`config.mk`:
```
export PLATFORM = sky130hd
export DESIGN_NAME = pwm_gen
export DESIGN_NICKNAME = d
export VERILOG_FILES = /design/src/rtl/pwm_gen.sv
export SDC_FILE = /design/constraint.sdc
export NUM_CORES = 1
export LEC_CHECK = 0
export ABC_AREA = 1
export CORE_MARGIN = 4
export CORE_UTILIZATION = 35
export DETAILED_ROUTE_END_ITERATION = 8
export PLACE_DENSITY = 0.56
export SLEW_MARGIN = 20
export SYNTH_ARGS = -nofsm -noshare
export SYNTH_HDL_FRONTEND = slang
export SYNTH_SLANG_ARGS = --single-unit
```
`constraint.sdc`:
```
create_clock -name clk -period 2.3 [get_ports clk]
set_input_delay 0.46 -clock clk [delete_from_list [all_inputs] [get_ports clk]]
set_output_delay 0.46 -clock clk [all_outputs]
set_load 0.005 [all_outputs]
```
`src/rtl/pwm_gen.sv`:
```
// pwm_gen
//   PWM waveform stage fed by a prescaler timer. Each `tick` advances an R-bit
//   period counter. `pwm_out` is high for `duty` ticks out of every `period+1`.
//   Duty/period updates are double-buffered. A new configuration captured while
//   running takes effect only at a period boundary, so the waveform never
//   glitches mid-period.
//
// Ports
//   clk          system clock, rising edge
//   rst_n        asynchronous reset, active low
//   tick         count enable (one pulse = one count)
//   en           run enable; low holds the block idle
//   cfg_load     one-clock strobe capturing duty/period
//   duty         requested high time in ticks
//   period       requested period minus one, in ticks
//   pwm_out      registered PWM waveform
//   period_end   one-clock pulse on the edge where the counter wraps
//   cfg_pending  high while a captured configuration waits for a boundary
module pwm_gen #(
  parameter int R = 8
) (
  input  logic         clk,
  input  logic         rst_n,
  input  logic         tick,
  input  logic         en,
  input  logic         cfg_load,
  input  logic [R-1:0] duty,
  input  logic [R-1:0] period,
  output logic         pwm_out,
  output logic         period_end,
  output logic         cfg_pending
);

  typedef enum logic {IDLE = 1'b0, RUN = 1'b1} state_t;

  state_t       state_q, state_d;
  logic [R-1:0] cnt_q, cnt_d;
  logic [R-1:0] duty_act_q, duty_act_d;
  logic [R-1:0] per_act_q, per_act_d;
  logic [R-1:0] duty_pnd_q, duty_pnd_d;
  logic [R-1:0] per_pnd_q, per_pnd_d;
  logic         pnd_d;
  logic         pwm_d;
  logic         pe_d;

  // Unsigned compare; duty >= period+1 naturally yields constant high.
  function automatic logic pwm_level(input logic [R-1:0] c, input logic [R-1:0] d);
    return (c < d);
  endfunction

  // Next-state / next-value logic
  always_comb begin
    state_d    = en ? RUN : IDLE;
    cnt_d      = cnt_q;
    duty_act_d = duty_act_q;
    per_act_d  = per_act_q;
    duty_pnd_d = duty_pnd_q;
    per_pnd_d  = per_pnd_q;
    pnd_d      = cfg_pending;
    pwm_d      = pwm_out;
    pe_d       = 1'b0;

    if (!en) begin
      // Idle: counter and output parked; loads go straight to the active pair.
      // A direct load supersedes any configuration left pending from RUN.
      cnt_d = '0;
      pwm_d = 1'b0;
      if (cfg_load) begin
        duty_act_d = duty;
        per_act_d  = period;
        pnd_d      = 1'b0;
      end
    end else if (state_q == IDLE) begin
      // Entry edge into RUN: counter starts at 0 and this edge does not count
      // a tick. Any configuration left pending is applied here.
      cnt_d = '0;
      if (cfg_load) begin
        duty_act_d = duty;
        per_act_d  = period;
        pnd_d      = 1'b0;
      end else if (cfg_pending) begin
        duty_act_d = duty_pnd_q;
        per_act_d  = per_pnd_q;
        pnd_d      = 1'b0;
      end
      pwm_d = pwm_level(cnt_d, duty_act_d);
    end else begin
      if (tick && (cnt_q == per_act_q)) begin
        // Boundary: wrap and switch configuration. A load on this same cycle
        // bypasses the pending pair.
        cnt_d = '0;
        pe_d  = 1'b1;
        if (cfg_load) begin
          duty_act_d = duty;
          per_act_d  = period;
          pnd_d      = 1'b0;
        end else if (cfg_pending) begin
          duty_act_d = duty_pnd_q;
          per_act_d  = per_pnd_q;
          pnd_d      = 1'b0;
        end
      end else begin
        if (tick) begin
          cnt_d = cnt_q + 1'b1;
        end
        if (cfg_load) begin
          duty_pnd_d = duty;
          per_pnd_d  = period;
          pnd_d      = 1'b1;
        end
      end
      pwm_d = pwm_level(cnt_d, duty_act_d);
    end
  end

  // State and output registers
  always_ff @(posedge clk or negedge rst_n) begin
    if (!rst_n) begin
      state_q     <= IDLE;
      cnt_q       <= '0;
      duty_act_q  <= '0;
      per_act_q   <= '1;
      duty_pnd_q  <= '0;
      per_pnd_q   <= '0;
      cfg_pending <= 1'b0;
      pwm_out     <= 1'b0;
      period_end  <= 1'b0;
    end else begin
      state_q     <= state_d;
      cnt_q       <= cnt_d;
      duty_act_q  <= duty_act_d;
      per_act_q   <= per_act_d;
      duty_pnd_q  <= duty_pnd_d;
      per_pnd_q   <= per_pnd_d;
      cfg_pending <= pnd_d;
      pwm_out     <= pwm_d;
      period_end  <= pe_d;
    end
  end

endmodule
```
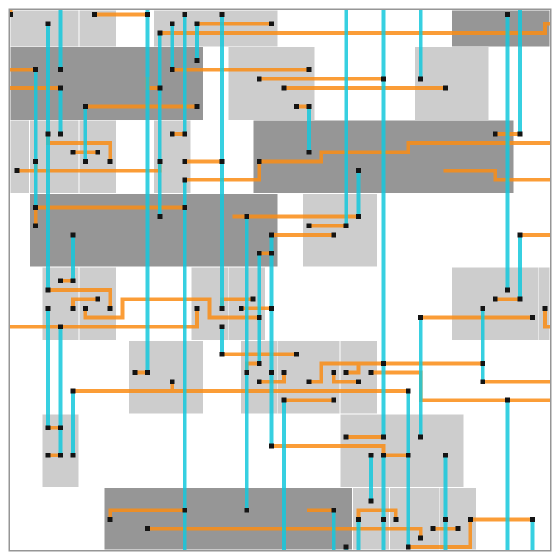
*Zoomed window, run 1*
Region (14, 14) to (34, 34) um. Cells in gray, sequential cells in the stronger gray; small squares are vias.
- M2: cyan
- M1: orange
- most frequent: nand2_1 (9), dfrtp_1 (3), buf_4 (3)
- netlist names of flops here include: per_pnd_q (3), per_act_q (1)
- sequential cells in the window: 4
- cells with their middle in the window: 25

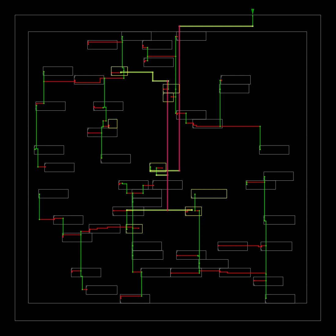
*Clock routing, run 1*
clock buf count: 5
Seq cells: 44
Worst-Skew Late Latency: 0.31 ns
CTS sink count: 44
Clock group: 626 uW

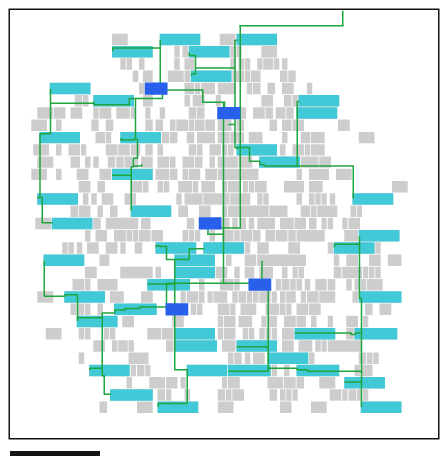
*Clock distribution, run 1*
Bar = 20 um.
- clock-net drivers: blue (count 5)
- clock wires: green (length 660 um)
- flip-flops: cyan (count 44)
- routed clock nets: 6
clock power share: 0.293
Setup Skew: 0.003645 ns

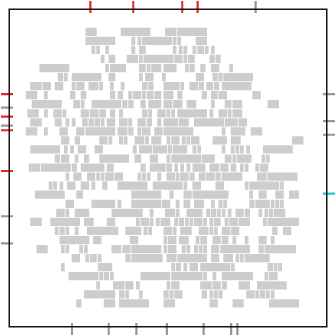
*Pin placement, run 1*
Pins as bars across the die edge, other pins in gray.
- duty: red (pins 8; direction input; edge 4 left, 4 top)
- tick: cyan (pins 1; direction input; edge right)
- all pins by edge: 8 left, 7 bottom, 5 top, 4 right
port bufs: 23
Die X: 94.95 um
die height: 94.95 um

==> run 1: what timing repair did <==
action                                  in CTS  in global routing
pin swaps                                   15                 19
hold buffers                                 0                  0
hold endpoints to repair                     0                  0
resized                                     24                 20
setup buffers                               10                  3
cloned                                       1                  0
endpoints found under the setup margin       1                 17
==> run 1: metal layers <==
layer / part of all wire / wire length, um / vias to the layer above
met3: 0.036 / 250 / 7
met5: 0 / 0 / -
met2: 0.46 / 3171 / 43
met4: 0.014 / 96 / 0
met1: 0.49 / 3424 / 1148
li1: - / - / 1326
==> run 1: registers in the layout, indices dropped and copies added, names as in the netlist <==
register / cells
pwm_out: 1
state_q: 1
cfg_pending: 1
duty_pnd_q: 8
period_end: 1
per_act_q: 8
per_pnd_q: 8
duty_act_q: 8
cnt_q: 8
==> metrics.cfg, run 1 <==
[status]
status=finished, final reports clean

[sta]
grt_setup_unrepaired=yes
fmax_mhz=442.6
worst_pin_slew_ns=0.6664
hold_ws_ns=0.1754
setup_violations=0

[clock_network]
clkTransAtPathRegs_ns=0.09
clockBufferDepth=2
htreeDepth=2
cts_buffers=5
cts_tree=built
root_buffer=clkbuf_8

[yosys]
async_flop_share=1.000
area_leaders=dfrtp_1 (34%), nand2_1 (14%), dfstp_2 (7.9%)
syn_area_mm2=0.002646
yosysWarningCount=0
avgSynthCellArea_um2=7.413
yosys_area_mm2=0.002646
aoi_share=0.1858
ys_seq_elements=44
netlist_top_cells_count=nand2_1 (97), inv_1 (52), dfrtp_1 (36), o21ai_0 (35), nor2_1 (32)

[layout]
seqAreaFraction=0.2956
final-clk-cell-share=0.03063
final_nets=478
diodes=0
area_growth_pct=42.03
final-comb-area_mm2=0.001378
buffers=97
nonClockInverterCount=57
fillCellCount=711
final_area_mm2=0.003759

[routing]
vias=2524
ant_nets=0
drc=0
wire_per_inst_um=12.65
viasPerCell=4.597
firstDrtPassIters=4
wirelength_um=6943

[power_and_ir_drop]
top_power_group=registers
seqPwrFrac=0.436
intPower_mw=1.496
swShare=0.3005
switching_power_uw=642.4
peakVddDrop_v=0.0002015
p_seq_uw=931

[critical_path]
startpoint=cnt_q[1]$_DFF_PN0_
arrival_ns=2.44
endpoint=pwm_out$_DFF_PN0_
path_cells=buf_4, ha_1, inv_1, nor3_2, nand3_1, xor2_1, nor2_1, ha_1, buf_4, nand2_1, nor2_1, nand2_1, nand2_1, a21oi_2
reg2reg_depth=14
r2r-start=cnt_q[1]$_DFF_PN0_
crit_required_ns=2.48
crit_family=simple AND/OR/NAND/NOR gates
crit_top_cell=nand2_1

[placement]
placed_area_mm2=0.003392
post-dp-hpwl_um=5173
dp_worst_setup_slack_ns=-0.5917
dp_cells=527

[grt]
first_global_vias=2511
grt_util_met2=0.2631
grt_max_degree=30
grt_pass1_wl_um=11870
top_usage_layer=met2
grt_antenna_before_repair=0

[worst_hold_path]
hold_path_class=input pin to async pin

[floorplanning]
io_pins=24

[run]
tool_warnings=27

==> run 2, diff against run 1 <==
HOLD_SLACK_MARGIN = 0.15   (was unset)
PLACE_DENSITY = 0.59   (was 0.56)
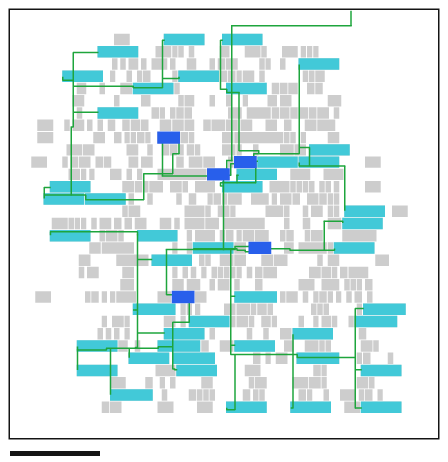
*Clock distribution, run 2*
Bar = 20 um.
- flip-flops: cyan (count 44)
- clock-net drivers: blue (count 5)
- clock wires: green (length 654 um)
- flops lie: all over the die
- routed clock nets: 6
Clock group: 711 uW
Worst-Skew Late Latency: 0.30 ns
Setup Skew: 0.007256 ns
clock power share: 0.329

==> run 2 against run 1 <==
Clock skew increased by 0.0036 ns. Routed wire length shrank 3.0%. Die size unchanged. Sequential power barely moved. Count of clock-buffer cells in the layout unchanged. Non-clock buffer count down 20. Via count down 1.9%. Synthesized cell count did not move. Total power grew 0.96%. Highest routed layer unchanged.
==> metrics.cfg, run 2 <==
[power_and_ir_drop]
p_seq_uw=930
peakVddDrop_v=0.0002761
top_power_group=registers
seqPwrFrac=0.431
switching_power_uw=614.3
intPower_mw=1.544

[clock_network]
cts_resized=21
postCtsSetupBuffers=4
root_buffer=clkbuf_8
cts_tree=built
cts_sinks=44
clkTransAtPathRegs_ns=0.09
htreeDepth=2
clockBufferDepth=2

[sta]
fmax_mhz=436.2
hold_ws_ns=0.2376
grt_setup_unrepaired=yes
worst_pin_slew_ns=0.5860

[routing]
ant_nets=0
firstDrtPassIters=5
met1_length_um=3212
wirelength_um=6732
wire_per_inst_um=12.75
vias=2476
wl_met2_um=3209
wl_met3_um=256
drc=0

[critical_path]
path_cells=inv_2, nand2_2, nand2_2, inv_1, nand2_2, nor2_4, nand3_4, buf_4, clkinv_2, nor2_1, ha_1, a21oi_2, nor2_1, a211oi_2, nand2_1, a21oi_2
arrival_ns=2.52
crit_required_ns=2.53
crit_top_cell=nand2_2

[yosys]
ys_seq_elements=44
avgSynthCellArea_um2=7.413
netlist_top_cells_count=nand2_1 (97), inv_1 (52), dfrtp_1 (36), o21ai_0 (35), nor2_1 (32)
aoi_share=0.1858
async_flop_share=1.000
yosysWarningCount=0

[status]
status=finished, final reports clean

[grt]
first_global_vias=2483
grt_util_met2=0.2689
top_usage_layer=met2
grt_pass1_wl_um=11340

[layout]
nonClockInverterCount=57
final-comb-area_mm2=0.001355
seqAreaFraction=0.3093
area_growth_pct=35.74
final-clk-cell-share=0.03588
final_area_mm2=0.003592
clkbuf_count=5
diodes=0

[placement]
placed_area_mm2=0.003294
dp_cells=514
dp_worst_setup_slack_ns=-0.5550

[floorplanning]
die_height_um=94.95
die_x_um=94.95

[worst_hold_path]
hold_path_class=input pin to async pin

run 2: final timing paths:
check	start	endpoint	slack, ns	cells after the start
setup / recovery	per_act_q[5]$_DFFE_PN1P_	pwm_out$_DFF_PN0_	0.007	16
min in group clk	duty_pnd_q[4]$_DFFE_PN0P_	duty_pnd_q[4]$_DFFE_PN0P_	0.47	2
setup reg to reg	per_act_q[5]$_DFFE_PN1P_	pwm_out$_DFF_PN0_	0.007	16
hold / removal	rst_n	cnt_q[3]$_DFF_PN0_	0.24	2
hold reg to reg	duty_pnd_q[4]$_DFFE_PN0P_	duty_pnd_q[4]$_DFFE_PN0P_	0.47	2
max in group asynchronous	rst_n	duty_pnd_q[2]$_DFFE_PN0P_	1.66	2
==> run 3, diff against run 2 <==
SKIP_CTS_REPAIR_TIMING = 1   (was unset)
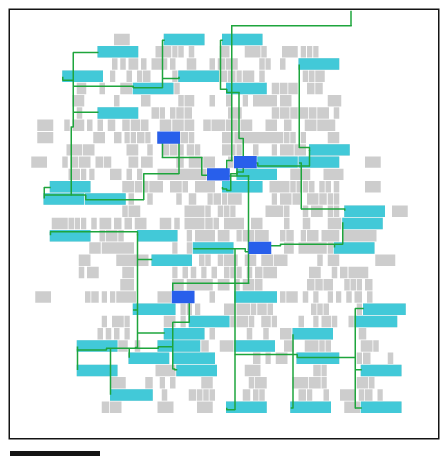
*Clock distribution, run 3*
Bar = 20 um.
- clock-net drivers: blue (count 5)
- clock wires: green (length 643 um)
- flip-flops: cyan (count 44)
- routed clock nets: 6
Setup Skew: 0.006357 ns
Clock group: 708 uW

==> run 3 against run 2 <==
Sequential cell count is the same. Hold slack lost 0.0065 ns. Critical path depth is the same. Total power shrank 0.17%. Routed wire length shrank 1.1%. Critical path type unchanged. Sequential power is essentially flat. Synthesized area is the same. Clock skew shrank 0.00090 ns. Non-clock buffer count is the same. Combinational power is essentially flat. Largest cell class unchanged. Clock power is essentially flat. Utilization shrank 0.29 points.
==> metrics.cfg, run 3 <==
[grt]
grt.met1_usage=0.2126
grt_max_degree=45
first_global_vias=2457
top_usage_layer=met2
grt_pass1_wl_um=11150
overflow=0
grt_util_met2=0.2666
met3_usage=0.02629
grt_antenna_before_repair=0

[floorplanning]
io_pins=24
fp_util=0.3629
die_x_um=94.95
die_height_um=94.95

[yosys]
area_leaders=dfrtp_1 (34%), nand2_1 (14%), dfstp_2 (7.9%)
aoi_share=0.1858
ys_seq_elements=44
avgSynthCellArea_um2=7.413
yosys_area_mm2=0.002646
async_flop_share=1.000
syn_area_mm2=0.002646
ys_sh_xor=0.01986
netlist_top_cells_count=nand2_1 (97), inv_1 (52), dfrtp_1 (36), o21ai_0 (35), nor2_1 (32)
mux_share=0
synth_cell_types=40
yosysWarningCount=0

[power_and_ir_drop]
combPwrFrac=0.240
intPower_mw=1.545
switching_power_uw=610.0
clkPwrFrac=0.329
p_seq_uw=930
seqPwrFrac=0.432
p_comb_uw=516
top_power_group=registers

[layout]
clkbuf_count=5
final-comb-area_mm2=0.001339
buffers=77
ff_count=44
final-clk-cell-share=0.03609
final_util=0.4897
nonClockInverterCount=56
diodes=0
layout.cells.most_common=nand2_1
final_nets=457
area_growth_pct=34.94
comb_share=0.3749
fillCellCount=772
area_share_nonclk_buffers=0.1829
final_area_mm2=0.003571
final_cell_mix=nand2_1 (91), buf_4 (52), inv_1 (49), dfrtp_1 (36), nor2_1 (31)
seqAreaFraction=0.3111

[routing]
wire_per_inst_um=12.63
firstDrtPassIters=4
met1_length_um=3132
wl_met3_um=268
wl_met2_um=3201
ant_nets=0
viasPerCell=4.702
vias=2478
maxUsedRoutingLayer=met4
drc=0
wirelength_um=6655

[critical_path]
crit_family=simple AND/OR/NAND/NOR gates
arrival_ns=2.48
crit_required_ns=2.53
path_cells=inv_2, nand2_2, nand2_2, inv_1, nand2_2, nor2_4, nand3_4, buf_4, nand2_1, o21ai_2, ha_1, nand2_1, nor2_1, a211oi_2, nand2_1, a21oi_2
cp_num_buf_inv=3

[sta]
layout_setup_ws_ns=0.05464
worst_pin_slew_ns=0.5758
grt_setup_unrepaired=yes
hold_ws_ns=0.2311
setup_violations=0

[placement]
dp_worst_setup_slack_ns=-0.5550
dp_cells=514
post-dp-hpwl_um=5054
placed_area_mm2=0.003294
port_buffers=23

[clock_network]
clockBufferDepth=2
htreeDepth=2
root_buffer=clkbuf_8
cts_tree=built
clock_latency_ns=0.30
cts_buffers=5
cts_sinks=44
clkTransAtPathRegs_ns=0.08

[run]
tool_warnings=27

[worst_hold_path]
hold_path_class=input pin to async pin

[status]
status=finished, final reports clean

[run 3: worst paths after layout]
check	start	end	slack, ns	cells after the start
hold / removal	rst_n	per_pnd_q[4]$_DFFE_PN0P_	0.23	2
setup / recovery	per_act_q[5]$_DFFE_PN1P_	pwm_out$_DFF_PN0_	0.05	16
max in group asynchronous	rst_n	period_end$_DFF_PN0_	1.68	2
min in group clk	duty_pnd_q[4]$_DFFE_PN0P_	duty_pnd_q[4]$_DFFE_PN0P_	0.47	2
hold reg to reg	duty_pnd_q[4]$_DFFE_PN0P_	duty_pnd_q[4]$_DFFE_PN0P_	0.47	2
setup reg to reg	per_act_q[5]$_DFFE_PN1P_	pwm_out$_DFF_PN0_	0.05	16
No activity file was given, so power comes from the tool's default toggle rates.
